run_1/registers.png
Other sequential cells in the stronger grey, the rest of the logic in the fainter grey.
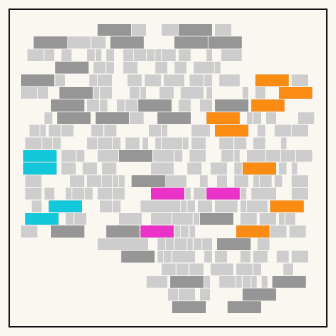
run_1/met1.png
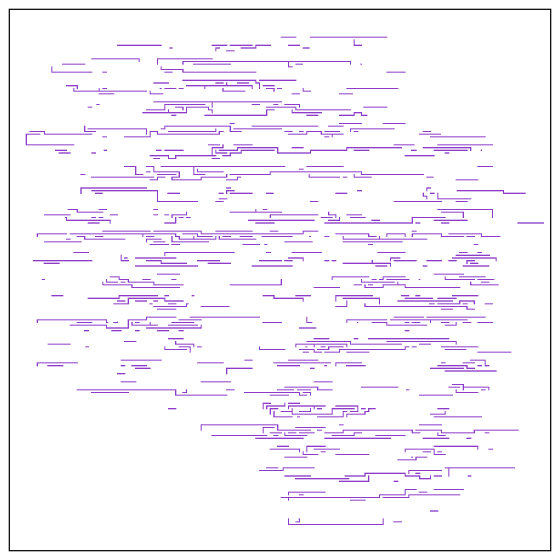
run_1/met2.png
Cells faint in the background.
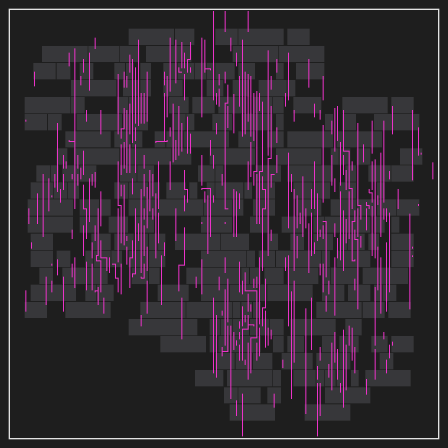
===== src/rtl/fsmd_input_conditioner.sv =====
// rtl/fsmd_input_conditioner.sv - synchronise, debounce and init-pulse generation for FSMD inputs
//
// fsmd_input_conditioner_db: one synchroniser chain plus whole-code debouncer.
//   clk, rst_n        clock, synchronous active-low reset
//   raw[W]            asynchronous raw field
//   val[W]            committed (debounced) value, registered
//   commit            high in the cycle whose edge commits a new value
//   abandon           high in the cycle whose edge drops an in-progress attempt
//
// fsmd_input_conditioner: top level.
//   clk, rst_n        clock, synchronous active-low reset
//   p_raw[2], s_raw[2], start_raw   asynchronous field inputs
//   p[2], s[2]        debounced codes to the FSMD
//   i                 init pulse to the FSMD
//   upd               one-cycle strobe when p and/or s changes
//   glitch_cnt[8]     saturating count of rejected candidate changes

module fsmd_input_conditioner_db #(
    parameter int W           = 2,
    parameter int SYNC_STAGES = 2,
    parameter int DEBOUNCE    = 4,
    parameter int CNT_W       = 3
) (
    input  logic         clk,
    input  logic         rst_n,
    input  logic [W-1:0] raw,
    output logic [W-1:0] val,
    output logic         commit,
    output logic         abandon
);

    logic [W-1:0]     sync_q [SYNC_STAGES];
    logic [W-1:0]     sample;
    logic [W-1:0]     cand;
    logic [CNT_W-1:0] cnt;
    logic             hit;
    logic             same;
    logic             full;

    assign sample = sync_q[SYNC_STAGES-1];

    always_ff @(posedge clk) begin
        if (!rst_n) begin
            for (int k = 0; k < SYNC_STAGES; k++) sync_q[k] <= '0;
        end else begin
            sync_q[0] <= raw;
            for (int k = 1; k < SYNC_STAGES; k++) sync_q[k] <= sync_q[k-1];
        end
    end

    always_comb begin
        hit     = (sample == val);
        same    = (sample == cand);
        full    = (cnt == CNT_W'(DEBOUNCE - 1));
        // Commit happens on the edge after the counter has already reached DEBOUNCE-1,
        // so the new value needs DEBOUNCE consecutive matching samples.
        commit  = !hit && same && full;
        abandon = (cnt != '0) && (hit || !same);
    end

    always_ff @(posedge clk) begin
        if (!rst_n) begin
            val  <= '0;
            cand <= '0;
            cnt  <= '0;
        end else if (hit) begin
            cnt <= '0;
        end else if (same) begin
            if (full) begin
                val <= cand;
                cnt <= '0;
            end else begin
                cnt <= cnt + CNT_W'(1);
            end
        end else begin
            cand <= sample;
            cnt  <= CNT_W'(1);
        end
    end

endmodule

module fsmd_input_conditioner #(
    parameter int SYNC_STAGES = 2,
    parameter int DEBOUNCE    = 4,
    parameter int CNT_W       = 3,
    parameter int INIT_CYCLES = 1
) (
    input  logic       clk,
    input  logic       rst_n,
    input  logic [1:0] p_raw,
    input  logic [1:0] s_raw,
    input  logic       start_raw,
    output logic [1:0] p,
    output logic [1:0] s,
    output logic       i,
    output logic       upd,
    output logic [7:0] glitch_cnt
);

    localparam int IW = (INIT_CYCLES < 1) ? 1 : $clog2(INIT_CYCLES + 1);

    typedef enum logic [1:0] {
        ST_INIT,
        ST_RUN,
        ST_PULSE
    } state_t;

    state_t        state, state_d;
    logic [IW-1:0] icnt, icnt_d;
    logic          i_d;

    logic p_commit, p_abandon;
    logic s_commit, s_abandon;
    logic start_val, start_commit, start_abandon;
    logic start_rise;

    fsmd_input_conditioner_db #(.W(2), .SYNC_STAGES(SYNC_STAGES), .DEBOUNCE(DEBOUNCE), .CNT_W(CNT_W)) u_p (
        .clk(clk), .rst_n(rst_n), .raw(p_raw), .val(p), .commit(p_commit), .abandon(p_abandon)
    );

    fsmd_input_conditioner_db #(.W(2), .SYNC_STAGES(SYNC_STAGES), .DEBOUNCE(DEBOUNCE), .CNT_W(CNT_W)) u_s (
        .clk(clk), .rst_n(rst_n), .raw(s_raw), .val(s), .commit(s_commit), .abandon(s_abandon)
    );

    fsmd_input_conditioner_db #(.W(1), .SYNC_STAGES(SYNC_STAGES), .DEBOUNCE(DEBOUNCE), .CNT_W(CNT_W)) u_start (
        .clk(clk), .rst_n(rst_n), .raw(start_raw), .val(start_val), .commit(start_commit),
        .abandon(start_abandon)
    );

    // A 1-bit commit always flips the value, so committing while low is a rising edge.
    assign start_rise = start_commit && !start_val;

    always_ff @(posedge clk) begin
        if (!rst_n) begin
            upd        <= 1'b0;
            glitch_cnt <= '0;
        end else begin
            upd <= p_commit || s_commit;
            if ((p_abandon || s_abandon || start_abandon) && (glitch_cnt != 8'hFF))
                glitch_cnt <= glitch_cnt + 8'd1;
        end
    end

    // INIT starts with icnt=0 so i rises on the first post-reset edge; PULSE is entered
    // with icnt=1 because i is already raised on the entry edge.
    always_comb begin
        state_d = state;
        icnt_d  = icnt;
        i_d     = 1'b0;
        case (state)
            ST_INIT, ST_PULSE: begin
                if (icnt == IW'(INIT_CYCLES)) begin
                    state_d = ST_RUN;
                    icnt_d  = '0;
                end else begin
                    icnt_d = icnt + IW'(1);
                    i_d    = 1'b1;
                end
            end
            ST_RUN: begin
                if (start_rise) begin
                    state_d = ST_PULSE;
                    icnt_d  = IW'(1);
                    i_d     = 1'b1;
                end
            end
            default: begin
                state_d = ST_INIT;
                icnt_d  = '0;
            end
        endcase
    end

    always_ff @(posedge clk) begin
        if (!rst_n) begin
            state <= ST_INIT;
            icnt  <= '0;
            i     <= 1'b0;
        end else begin
            state <= state_d;
            icnt  <= icnt_d;
            i     <= i_d;
        end
    end

endmodule


===== config.mk =====
export PLATFORM = sky130hd
export DESIGN_NAME = fsmd_input_conditioner
export DESIGN_NICKNAME = d
export VERILOG_FILES = /design/src/rtl/fsmd_input_conditioner.sv
export SDC_FILE = /design/constraint.sdc
export NUM_CORES = 1
export LEC_CHECK = 0
export CORE_MARGIN = 2
export CORE_UTILIZATION = 49
export DETAILED_ROUTE_END_ITERATION = 8
export MAX_ROUTING_LAYER = met4
export PLACE_DENSITY = 0.81
export SLEW_MARGIN = 20
export SYNTH_ARGS = -nofsm -noshare
export SYNTH_HDL_FRONTEND = slang
export SYNTH_HIERARCHICAL = 1
export SYNTH_SLANG_ARGS = --single-unit
export TNS_END_PERCENT = 20

===== constraint.sdc =====
create_clock -name clk -period 4.45 [get_ports clk]
set_clock_uncertainty 0.2 [all_clocks]
set_input_delay 1.1125 -clock clk [delete_from_list [all_inputs] [get_ports clk]]
set_output_delay 1.1125 -clock clk [all_outputs]
set_load 0.005 [all_outputs]

==> results.json, run 1 <==
{
  "core_util_floorplan_pct": 50.9,
  "power.ir.vdd_worst_mv": 0.201,
  "synth.cellmix.simpleShare_pct": 21.2,
  "viasPerCell": 5.60,
  "area_share_of_xor_xnor_cells_in_the_synthesized_design_pct": 5.20,
  "worst-slew-pin-transition_ps": 597,
  "num_rows": 23,
  "groute.usage.overall_pct": 19.0,
  "placed_cells": 279,
  "ys_seq_elements": 42,
  "final_design_area_no_fill_um2": 2380,
  "total_nets_final": 253,
  "clock_tree.buffer_depth": 2,
  "max_cap_viol_count": 0,
  "htreeDepth": 2,
  "crit_arrival_ps": 2720,
  "lay_top_count": "sky130_fd_sc_hd__dfxtp_1",
  "groute.layer.met3.usage_pct": 5.92,
  "diodes": 0,
  "p_total_w": 0.000774,
  "cp-endpoint": "u_p/val[1]$_SDFFE_PN0P_",
  "totalNegativeSetupSlack_ps": 0,
  "critical_path.reg2reg.endpoint": "glitch_cnt[4]$_SDFFE_PN0P_",
  "initialDrtViolationCount": 95,
  "antenna_found_initial": 0,
  "routabilityCongestion": 0.777,
  "core_um2": 3970,
  "layout_min_cycle_time_ps": 2700,
  "crit_path_kind": "in -> reg",
  "area_growth_pct": 17.9,
  "final-instance-count-excl-fill": 286,
  "timing.hold.worst_endpoint": "u_p/sync_q[0][2]$_SDFF_PN0_",
  "cts-hold-fix-buffers": 0,
  "synth_nets": 230,
  "nFillCells": 360,
  "top_usage_layer": "met2",
  "stage_log_warnings": 29,
  "dr.max_layer_used": "met4",
  "sequential_cell_area_um2": 841,
  "met3WireLength_um": 132,
  "cp_top_family": "buffers and inverters",
  "hold_path_class": "reg -> reg",
  "numCtsBuffers": 5,
  "detail_route.drc_violations": 0,
  "dieWidth_um": 68.2,
  "clock.latency.late_pin_ps": 290,
  "whs_path_depth": 1,
  "final_hold_viol_count": 0,
  "antenna_violating_nets_remaining": 0,
  "clkSlewWorstSetupHoldPaths_ps": 70,
  "timing.critical_path.slowest_stage_cell": "sky130_fd_sc_hd__clkdlybuf4s50_1",
  "worstHoldStart": "u_p/sync_q[0][0]$_SDFF_PN0_",
  "grt_pass1_vias": 1459,
  "syn-mean-instance-area_um2": 9.49,
  "grt_setup_unrepaired": "no",
  "dr_wl_met2_um": 1680,
  "run_status": "complete, no violations",
  "compound_area_share_pct": 19.9,
  "routedWlPerCell_um": 12.6,
  "post_synth_instance_area_um2": 2020,
  "worstPathRequired_ps": 4470,
  "crit_chain": "clkdlybuf4s50_1 -> buf_4 -> o311ai_0 -> o211ai_1",
  "worst_setup_path_end_kind": "register",
  "maxSlewViolCount": 0,
  "critical_path_stages": 4,
  "synth-main-ff-cell": "sky130_fd_sc_hd__dfxtp_1",
  "critical_path.max_stage_delay_ps": 850,
  "power_density_nw_per_um2": 325,
  "start_kind": "input pin",
  "wire_length_of_the_first_global_routing_pass_um": 6370,
  "cp.buffers_inverters": 2,
  "cts_tree": "done",
  "edf_count": 0,
  "startpoint": "rst_n",
  "seq_area_frac_synth_pct": 41.6,
  "maximum_clock_frequency_mhz": 370,
  "dp_hpwl_um": 2570,
  "yosys-stat-cells": 213,
  "setup_slack_ps": 1750,
  "setup.reg_to_reg.worst_slack_ps": 2190,
  "die_area_um2": 4650,
  "final.period_utilization_pct": 60.7,
  "die_y_um": 68.2
}
Back to the opening pictures, registers.png:
netlist name	colour	flops
`u_start/cnt`	magenta	3
`u_s/sync_q`	cyan	4
`glitch_cnt`	orange	8
not coloured	27
fraction of the core area covered by cells at the end of the flow: 60.0%
Seq/total area: 35.3%

Back to the opening pictures, met1.png:
wire length on this layer	1740 µm
longest straight run	21.2 µm
wire length reported by the detailed router: 3610 µm
global routing met1 resource utilization: 22.5%
DR vias: 1602

Back to the opening pictures, met2.png:
nets with wire on the layer	213
share of all routed wire	47%
main direction	vertical
wire length on this layer	1680 µm
met2 Use GR: 29.6%

## run 1: synth_stat cells (all sizes together), types with 2 or more instances
cell type | n | area [µm²]
o31ai | 3 | 22.5
and2 | 13 | 85.1
inv | 21 | 78.8
clkbuf | 3 | 11.3
xnor2 | 4 | 35.0
nand2b | 2 | 20.0
a21oi | 10 | 50.1
nand3 | 14 | 75.1
o21a | 2 | 15.0
nand4 | 5 | 31.3
and3 | 3 | 21.3
o21ai | 9 | 48.8
o311a | 2 | 21.3
ha | 10 | 125
nor3b | 2 | 15.0
o311ai | 6 | 52.6
and4 | 4 | 37.5
dfxtp | 42 | 841
buf | 2 | 10.0
nor2 | 8 | 30.0
o211ai | 12 | 90.1
nor2b | 2 | 12.5
xor2 | 8 | 70.1
mux2i | 2 | 20.0
a211oi | 5 | 47.5
nand2 | 6 | 22.5
## run 1: power breakdown
group / internal, W / total, W / switching, W / leakage [nW]
sequential: 0.000391 / 0.000406 / 0.0000151 / 0.343
combinational: 0.0000314 / 0.0000642 / 0.0000329 / 0.479
clock: 0.000179 / 0.000304 / 0.000125 / 0.0573
total: 0.000602 / 0.000774 / 0.000173 / 0.879
## run 1: flip-flops by register name, summed over array words and instances (netlist names)
name	cells
glitch_cnt	8
i	1
icnt	1
state	2
u_p/cand	2
u_p/cnt	3
u_p/sync_q	4
u_p/val	2
u_s/cand	2
u_s/cnt	3
u_s/sync_q	4
u_s/val	2
u_start/cand	1
u_start/cnt	3
u_start/sync_q	2
u_start/val	1
upd	1
## run 1: layout make-up
cell class | instances | area share (%)
sequential | 42 | 35.3
clock buffer | 6 | 3.47
multi-input combinational | 145 | 45.3
clock inverter | 1 | 1.26
timing repair buffer | 21 | 8.72
tap | 50 | 2.63
inverter | 21 | 3.31
## Run 2: what changed since run 1
clock period = 2.8 ns   (was 4.45 ns; I/O delays follow)
run_2/density.png
The die is cut into 7 by 7 equal tiles; white is low, dark blue is high, 0 to 100% covered.
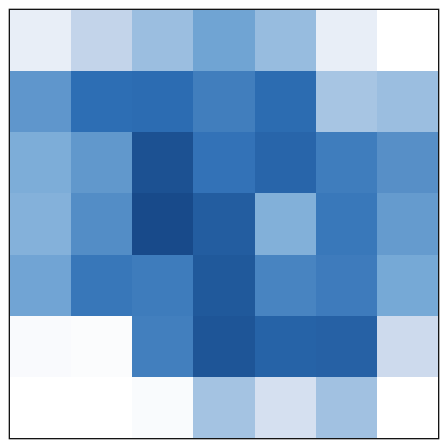
mean over tiles	50%
densest ninth of the die	middle
tiles over 75% full	20%
emptiest ninth of the die	bottom left

run_2/met1.png
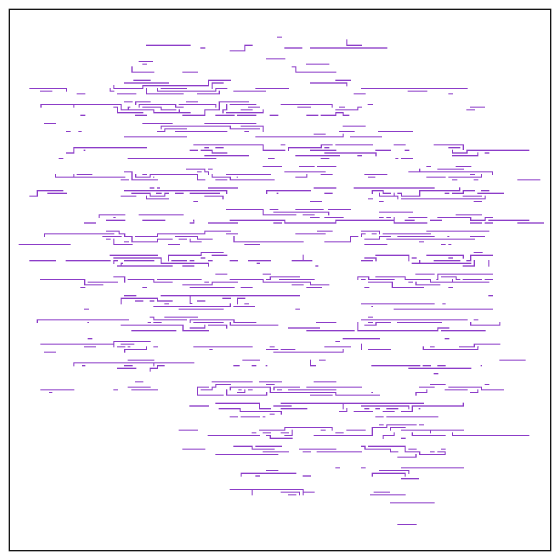
wire length on this layer	1710 µm
main direction	horizontal
share of all routed wire	48%

==> results.json, run 2 <==
{
  "final.period_utilization_pct": 79.9,
  "post_synth_instance_area_um2": 2020,
  "synth_nets": 230,
  "max_cap_viol_count": 0,
  "grt_setup_unrepaired": "no",
  "layout_min_cycle_time_ps": 2240,
  "maxSlewViolCount": 0,
  "timing.critical_path.slowest_stage_cell": "sky130_fd_sc_hd__dfxtp_1",
  "die_y_um": 68.2,
  "num_vias": 1601,
  "diodes": 0,
  "antenna_found_initial": 0,
  "power.sequential.total_w": 0.000645,
  "core_util_floorplan_pct": 50.9,
  "setup_viol": 0,
  "cts_tree": "done",
  "comb_power_share_pct": 9.1,
  "seq_area_frac_synth_pct": 41.6,
  "power_frac_clock_pct": 34.5,
  "yosys-top-cells-count": "sky130_fd_sc_hd__dfxtp_1, sky130_fd_sc_hd__inv_1, sky130_fd_sc_hd__nand3_1",
  "power.ir.vdd_worst_mv": 0.286,
  "syn-mean-instance-area_um2": 9.49,
  "worstPathRequired_ps": 2820,
  "final_hold_viol_count": 0,
  "initialDrtViolationCount": 106,
  "num_rows": 23,
  "ys_seq_elements": 42,
  "htreeDepth": 2,
  "yosys-stat-cells": 213,
  "crit_chain": "xor2_1 -> a211oi_2 -> a21oi_1 -> nor3_2 -> a21oi_1 -> mux2i_1",
  "clkSlewWorstSetupHoldPaths_ps": 70,
  "edf_count": 0,
  "detail_route.drc_violations": 0,
  "antenna_violating_nets_remaining": 0,
  "cp_top_family": "AND-OR/OR-AND gates",
  "crit_path_kind": "reg -> reg",
  "routedWlPerCell_um": 12.5,
  "die_area_um2": 4650,
  "power_frac_seq_pct": 56.4,
  "p_sw_share_pct": 23.8,
  "yosys.area.top_type_share_pct": 41.6,
  "synthDominantAreaCellType": "sky130_fd_sc_hd__dfxtp_1",
  "power_density_nw_per_um2": 482,
  "critical_path.max_stage_delay_ps": 450,
  "core_um2": 3970,
  "net-switching-power_w": 0.000272,
  "power_leader": "registers",
  "post-route-util_pct": 59.8,
  "most_instantiated_library_cell_after_synthesis": "sky130_fd_sc_hd__dfxtp_1",
  "worst_setup_path_end_kind": "register",
  "run_status": "complete, no violations",
  "numCtsBuffers": 5,
  "power.internal_w": 0.000872,
  "largest_registers": "glitch_cnt (8), u_p/sync_q (4), u_s/sync_q (4)",
  "clock_net_power_w": 0.000394,
  "cts-hold-fix-buffers": 0,
  "clock_tree.buffer_depth": 2,
  "start_kind": "register",
  "cp.buffers_inverters": 0,
  "worst-slew-pin-transition_ps": 495,
  "wl_um": 3600,
  "groute.usage.overall_pct": 18.1,
  "maximum_clock_frequency_mhz": 447,
  "wire_length_of_the_first_global_routing_pass_um": 6180,
  "hold_path_class": "reg -> reg",
  "dieWidth_um": 68.2,
  "routabilityCongestion": 0.793,
  "totalNegativeSetupSlack_ps": 0,
  "viasPerCell": 5.58,
  "synth.top_cells.by_area": "sky130_fd_sc_hd__dfxtp_1, sky130_fd_sc_hd__ha_1, sky130_fd_sc_hd__o211ai_1, sky130_fd_sc_hd__inv_1, sky130_fd_sc_hd__xor2_1",
  "dp_hpwl_um": 2470,
  "crit_arrival_ps": 2260,
  "final_design_area_no_fill_um2": 2370,
  "clock.latency.late_pin_ps": 290,
  "largest_register_ff_count": 8,
  "lay_top_count": "sky130_fd_sc_hd__dfxtp_1",
  "post_cts.repair.setup_buffers": 0,
  "synth-main-ff-cell": "sky130_fd_sc_hd__dfxtp_1",
  "cts.repair.resized": 0
}
run 2: layout make-up:
cell class / instances / area (µm²)
flip-flops and latches: 42 / 841
repair buffers: 21 / 220
inverters: 21 / 78.8
multi-input cells: 145 / 1080
fillers: 350 / 1600
clock inverters: 1 / 5.00
well taps: 50 / 62.6
clock buffers: 7 / 86.3
run 2: worst paths after layout:
check | slack, ps | to | startpoint | cells past startpoint
setup / recovery | 560 | glitch_cnt[1]$_SDFFE_PN0P_ | u_p/cand[0]$_SDFFE_PN0P_ | 6
hold / removal | 240 | u_p/sync_q[0][3]$_SDFF_PN0_ | u_p/sync_q[0][1]$_SDFF_PN0_ | 1
setup reg to reg | 560 | glitch_cnt[1]$_SDFFE_PN0P_ | u_p/cand[0]$_SDFFE_PN0P_ | 6
hold reg to reg | 240 | u_p/sync_q[0][3]$_SDFF_PN0_ | u_p/sync_q[0][1]$_SDFF_PN0_ | 1
run 2: logic make-up (layout without fill, tap and decap cells):
group | count (synthesis) | in the layout | synth area share (%)
fa+ha+maj | 10 | 10 | 6.19
buf+inv | 26 | 50 | 4.95
simple gates | 66 | 66 | 21.2
xor+xnor | 12 | 12 | 5.20
mux | 2 | 2 | 0.991
compound gates | 55 | 55 | 19.9
flops | 42 | 42 | 41.6
run 2: metrics by stage:
stage	worst slack (ps)	total power, W	instances	hold WS [ps]
after detailed placement	603	0.000763	279	222
after floorplan	896	0.000723	213	212
final	561	0.00114	287	236
after CTS	568	0.00116	287	241
after global placement	685	0.000760	279	214
after global routing	397	0.00120	287	253
run 2: routing by layer:
metal | vias up | track usage (%) | routed length (µm)
li1 | 821 | - | -
met1 | 749 | 21.3 | 1710
met2 | 26 | 28.8 | 1720
met3 | 5 | 5.26 | 115
met4 | 0 | 8.25 | 46
met5 | - | - | 0
Power figures rest on the tool's default switching activity, not on a simulated workload.
